File: src/rtl/uart_tx_fifo.sv
// uart_tx_fifo: UART transmitter fed by a small synchronous FIFO.
// Producers push words with a valid/ready handshake; the FSM pops them and
// serialises each one LSB-first as start, data, optional parity and stop bits,
// chaining frames with no idle gap while the FIFO holds data.
//
// Ports:
//   Clk_i    - system clock, single domain
//   Reset_i  - synchronous, active-high reset
//   Data_i   - word to transmit (data_bits_p wide)
//   Valid_i  - Data_i is valid; accepted when Ready_o is also high
//   Ready_o  - FIFO not full
//   Tx_o     - serial line, idles high, driven from a register
//   Busy_o   - a frame is in progress (START/DATA/PARITY/STOP)
//   Level_o  - number of occupied FIFO entries
module uart_tx_fifo #(
  parameter int unsigned baud_div_p   = 5208,
  parameter int unsigned data_bits_p  = 8,
  parameter int unsigned parity_p     = 0,
  parameter int unsigned stop_bits_p  = 1,
  parameter int unsigned fifo_depth_p = 16,
  parameter int unsigned level_w_p    = 5
) (
  input  logic                   Clk_i,
  input  logic                   Reset_i,
  input  logic [data_bits_p-1:0] Data_i,
  input  logic                   Valid_i,
  output logic                   Ready_o,
  output logic                   Tx_o,
  output logic                   Busy_o,
  output logic [level_w_p-1:0]   Level_o
);

  localparam int unsigned cnt_w_lp = $clog2(baud_div_p);
  localparam int unsigned bit_w_lp = $clog2(data_bits_p);
  localparam int unsigned ptr_w_lp = $clog2(fifo_depth_p);

  typedef enum logic [2:0] {
    st_idle   = 3'd0,
    st_start  = 3'd1,
    st_data   = 3'd2,
    st_parity = 3'd3,
    st_stop   = 3'd4
  } state_e;

  // ---------------------------------------------------------------------------
  // FIFO storage and occupancy
  // ---------------------------------------------------------------------------
  logic [data_bits_p-1:0] mem_q [fifo_depth_p];
  logic [ptr_w_lp-1:0]    wr_ptr_q;
  logic [ptr_w_lp-1:0]    rd_ptr_q;
  logic [level_w_p-1:0]   level_q;
  logic [level_w_p-1:0]   level_d;
  logic                   ready_q;
  logic                   push;
  logic                   pop;
  logic                   fifo_nonempty;
  logic [data_bits_p-1:0] head;
  logic                   head_par;

  assign push          = Valid_i & ready_q;
  assign fifo_nonempty = (level_q != '0);
  assign head          = mem_q[rd_ptr_q];

  // Parity of the word at the head, latched alongside it on pop
  always_comb begin
    head_par = ^head;
    if (parity_p == 1) begin
      head_par = ~^head;
    end
  end

  // Next occupancy: a simultaneous push and pop leaves it unchanged
  always_comb begin
    level_d = level_q;
    unique case ({push, pop})
      2'b10:   level_d = level_q + level_w_p'(1);
      2'b01:   level_d = level_q - level_w_p'(1);
      default: level_d = level_q;
    endcase
  end

  // Pointers wrap naturally: depth is a power of two
  always_ff @(posedge Clk_i) begin
    if (Reset_i) begin
      wr_ptr_q <= '0;
      rd_ptr_q <= '0;
      level_q  <= '0;
      ready_q  <= 1'b1;
    end else begin
      if (push) begin
        wr_ptr_q <= wr_ptr_q + ptr_w_lp'(1);
      end
      if (pop) begin
        rd_ptr_q <= rd_ptr_q + ptr_w_lp'(1);
      end
      level_q <= level_d;
      // Ready is precomputed from the next level so it comes straight off a flop
      ready_q <= (level_d != level_w_p'(fifo_depth_p));
    end
  end

  // Storage array needs no reset; occupancy tracks validity
  always_ff @(posedge Clk_i) begin
    if (push) begin
      mem_q[wr_ptr_q] <= Data_i;
    end
  end

  // ---------------------------------------------------------------------------
  // Transmit FSM
  // ---------------------------------------------------------------------------
  state_e                 state_q;
  state_e                 state_d;
  logic [cnt_w_lp-1:0]    cnt_q;
  logic [cnt_w_lp-1:0]    cnt_d;
  logic [bit_w_lp-1:0]    bit_q;
  logic [bit_w_lp-1:0]    bit_d;
  logic [data_bits_p-1:0] shift_q;
  logic [data_bits_p-1:0] shift_d;
  logic                   par_q;
  logic                   par_d;
  logic                   tx_q;
  logic                   tx_d;
  logic                   busy_q;
  logic                   baud_done;

  assign baud_done = (cnt_q == cnt_w_lp'(baud_div_p - 1));

  // State register; Tx and Busy are registered from the next-state values
  always_ff @(posedge Clk_i) begin
    if (Reset_i) begin
      state_q <= st_idle;
      cnt_q   <= '0;
      bit_q   <= '0;
      shift_q <= '0;
      par_q   <= 1'b0;
      tx_q    <= 1'b1;
      busy_q  <= 1'b0;
    end else begin
      state_q <= state_d;
      cnt_q   <= cnt_d;
      bit_q   <= bit_d;
      shift_q <= shift_d;
      par_q   <= par_d;
      tx_q    <= tx_d;
      busy_q  <= (state_d != st_idle);
    end
  end

  // Next-state, pop request and next line value
  always_comb begin
    state_d = state_q;
    cnt_d   = cnt_q + cnt_w_lp'(1);
    bit_d   = bit_q;
    shift_d = shift_q;
    par_d   = par_q;
    tx_d    = tx_q;
    pop     = 1'b0;

    unique case (state_q)
      st_idle: begin
        cnt_d = '0;
        tx_d  = 1'b1;
        pop   = fifo_nonempty;
      end

      st_start: begin
        if (baud_done) begin
          state_d = st_data;
          cnt_d   = '0;
          bit_d   = '0;
          tx_d    = shift_q[0];
        end
      end

      st_data: begin
        if (baud_done) begin
          cnt_d = '0;
          if (bit_q == bit_w_lp'(data_bits_p - 1)) begin
            bit_d = '0;
            if (parity_p != 0) begin
              state_d = st_parity;
              tx_d    = par_q;
            end else begin
              state_d = st_stop;
              tx_d    = 1'b1;
            end
          end else begin
            // Shift right so the next data bit is always at index 0
            bit_d   = bit_q + bit_w_lp'(1);
            shift_d = shift_q >> 1;
            tx_d    = shift_q[1];
          end
        end
      end

      st_parity: begin
        if (baud_done) begin
          state_d = st_stop;
          cnt_d   = '0;
          bit_d   = '0;
          tx_d    = 1'b1;
        end
      end

      st_stop: begin
        if (baud_done) begin
          cnt_d = '0;
          if (bit_q == bit_w_lp'(stop_bits_p - 1)) begin
            if (fifo_nonempty) begin
              pop = 1'b1;
            end else begin
              state_d = st_idle;
              tx_d    = 1'b1;
            end
          end else begin
            bit_d = bit_q + bit_w_lp'(1);
          end
        end
      end

      default: begin
        state_d = st_idle;
        cnt_d   = '0;
        tx_d    = 1'b1;
      end
    endcase

    // Popping loads the head word and starts a frame, from IDLE or end of STOP
    if (pop) begin
      state_d = st_start;
      cnt_d   = '0;
      bit_d   = '0;
      shift_d = head;
      par_d   = head_par;
      tx_d    = 1'b0;
    end
  end

  assign Ready_o = ready_q;
  assign Tx_o    = tx_q;
  assign Busy_o  = busy_q;
  assign Level_o = level_q;

endmodule

File: config.mk
export PLATFORM = sky130hd
export DESIGN_NAME = uart_tx_fifo
export DESIGN_NICKNAME = d
export VERILOG_FILES = /design/src/rtl/uart_tx_fifo.sv
export SDC_FILE = /design/constraint.sdc
export NUM_CORES = 1
export LEC_CHECK = 0
export CAP_MARGIN = 20
export CORE_MARGIN = 2
export CORE_UTILIZATION = 46
export DETAILED_ROUTE_END_ITERATION = 10
export HOLD_SLACK_MARGIN = 0.12
export PLACE_DENSITY = 0.7
export SLEW_MARGIN = 20
export SYNTH_ARGS = -nofsm -noshare
export SYNTH_HDL_FRONTEND = slang
export SYNTH_SLANG_ARGS = --single-unit
File: constraint.sdc
create_clock -name Clk_i -period 9.71 [get_ports Clk_i]
set_input_delay 2.4275 -clock Clk_i [delete_from_list [all_inputs] [get_ports Clk_i]]
set_output_delay 2.4275 -clock Clk_i [all_outputs]
set_load 0.1 [all_outputs]
clock_map.png
(2 px per um)
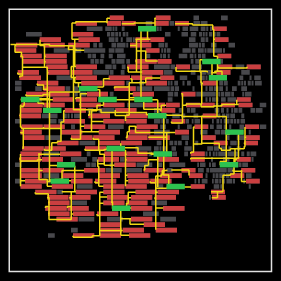
[flip-flops] red | count: 175
[clock wires] yellow | length: 1890 um
[cells driving clock nets] green | count: 17
routed clock nets	18
clock network fraction of total power: 30.5%
post-route clock skew: 0.00996 ns
clock group power: 651 uW

metal_stack.png
(3 px per um)
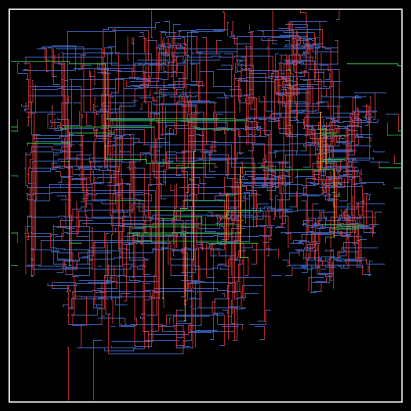
layer	colour	wire length
met4	orange	287 um
met3	green	648 um
met2	red	6830 um
met1	blue	5960 um
GRT Util Overall: 17.7%
detail-routed net length per standard cell: 18.6 um

==> metrics.log <==
[flow] summary of implementation run
INFO  metric outcome = complete, no violations
INFO  metric cts.sink_count = 175
INFO  metric clock_latency = 0.43 ns
INFO  metric die_x = 130 um
INFO  metric cts.reportedPaths.clkPinSlew = 0.06 ns
INFO  metric nature_of_the_critical_path_startpoint = input port
INFO  metric synth_top_flop_cell = sky130_fd_sc_hd__edfxtp_1
INFO  metric input_output_buffers = 18
INFO  metric post_place_cell_area = 7690 um2
INFO  metric cts_tree = done
INFO  metric ratio_of_cells_with_drive_above_1_in_the_final_layout = 14.4%
INFO  metric setup_repair_after_global_routing_missed_its_margin = no
INFO  metric netlist-cell-type-count = 58
INFO  metric worst-setup-path-type = in -> reg
INFO  metric grt_pass1_vias = 3953
INFO  metric core-area = 15800 um2
INFO  metric synth-seq-area-share = 65.1%
INFO  metric post_synth_inst_count = 492
INFO  metric diodes = 0
INFO  metric stdcell_area = 8250 um2
INFO  metric floorplan.rows = 46
INFO  metric finalSetupViolations = 0
INFO  metric asyncSetResetFlopFracSynth = 0%
INFO  metric p_leak = 0.00269 uW
INFO  metric worst_setup_path_end_kind = flop
INFO  metric synth_area = 7350 um2
INFO  metric critical_path.n_buffers_inverters = 1
INFO  metric finish.utilization = 52.3%
cell usage after synthesis (4+ instances only):
cell / instances
sky130_fd_sc_hd__dfxtp_1: 47
sky130_fd_sc_hd__inv_1: 12
sky130_fd_sc_hd__mux2_2: 4
sky130_fd_sc_hd__nand3b_1: 4
sky130_fd_sc_hd__nor2_1: 43
sky130_fd_sc_hd__nor3_1: 9
sky130_fd_sc_hd__mux4_2: 30
sky130_fd_sc_hd__nand3_1: 11
sky130_fd_sc_hd__xnor2_1: 13
sky130_fd_sc_hd__buf_2: 8
sky130_fd_sc_hd__nand4_1: 6
sky130_fd_sc_hd__a22oi_1: 11
sky130_fd_sc_hd__nand2_1: 16
sky130_fd_sc_hd__nor2b_1: 8
sky130_fd_sc_hd__a31oi_1: 9
sky130_fd_sc_hd__or3_1: 4
sky130_fd_sc_hd__and3_1: 8
sky130_fd_sc_hd__nand2b_1: 5
sky130_fd_sc_hd__a21oi_1: 11
sky130_fd_sc_hd__edfxtp_1: 128
sky130_fd_sc_hd__xor2_1: 7
sky130_fd_sc_hd__clkbuf_1: 5
sky130_fd_sc_hd__and2_1: 13
sky130_fd_sc_hd__o21ai_0: 6
sky130_fd_sc_hd__ha_1: 12
sky130_fd_sc_hd__buf_6: 4
sky130_fd_sc_hd__mux2i_1: 11
sky130_fd_sc_hd__o21ai_1: 5
registers in the layout (all words and copies together) (netlist names), named ones only:
signal	flops
mem_q	128
cnt_q	13
shift_q	8
Level_o	5
rd_ptr_q	4
wr_ptr_q	4
bit_q	3
state_q	3
Busy_o	1
Ready_o	1
Tx_o	1
layer usage:
layer	GRT usage (%)	vias up
met5	0	-
met4	7.70	0
met3	4.56	28
met2	28.5	89
met1	22.9	2063
li1	-	1927
worst paths after layout:
check	startpoint	slack, ns	endpoint	cells past startpoint
hold reg to reg	cnt_q[0]$_SDFF_PP0_	0.47	cnt_q[0]$_SDFF_PP0_	1
hold / removal	cnt_q[0]$_SDFF_PP0_	0.47	cnt_q[0]$_SDFF_PP0_	1
setup reg to reg	cnt_q[0]$_SDFF_PP0_	6.19	Ready_o$_SDFF_PP1_	13
setup / recovery	Valid_i	5.09	Ready_o$_SDFF_PP1_	10
kinds of logic after synthesis:
| logic type | Yosys count | share of synthesized area [%] |
|---|---|---|
| flops | 175 | 65.1 |
| fa+ha+maj | 12 | 2.04 |
| mux | 46 | 11.5 |
| simple gates | 144 | 10.9 |
| xor+xnor | 20 | 2.38 |
| buf+inv | 35 | 2.48 |
| compound gates | 60 | 5.72 |
report_power, final:
part / internal (uW) / switching, uW
Sequential: 864 / 44.7
Clock: 359 / 292
Combinational: 227 / 349
worst reg2reg max path: cells and delay by family, from the launching register on:
family | cells | cell delay [ns]
xor gates and xnor gates | 1 | 0.17
buffers and inverters | 1 | 0.28
adders and majority gates | 3 | 0.89
and+or+nand+nor | 5 | 1.17
DFF | 1 | 0.38
muxes | 1 | 0.16
AOI/OAI and AO/OA | 2 | 0.43
area by class of cell:
class	instances	area (um2)	area share (%)
well taps	216	270	3.28
repair buffers	21	203	2.46
clock buffers	19	433	5.25
inverters	13	48.8	0.591
flip-flops and latches	175	4790	58.0
clock inverters	12	125	1.52
multi-input cells	282	2390	28.9
No activity file was given, so power comes from the tool's default toggle rates.
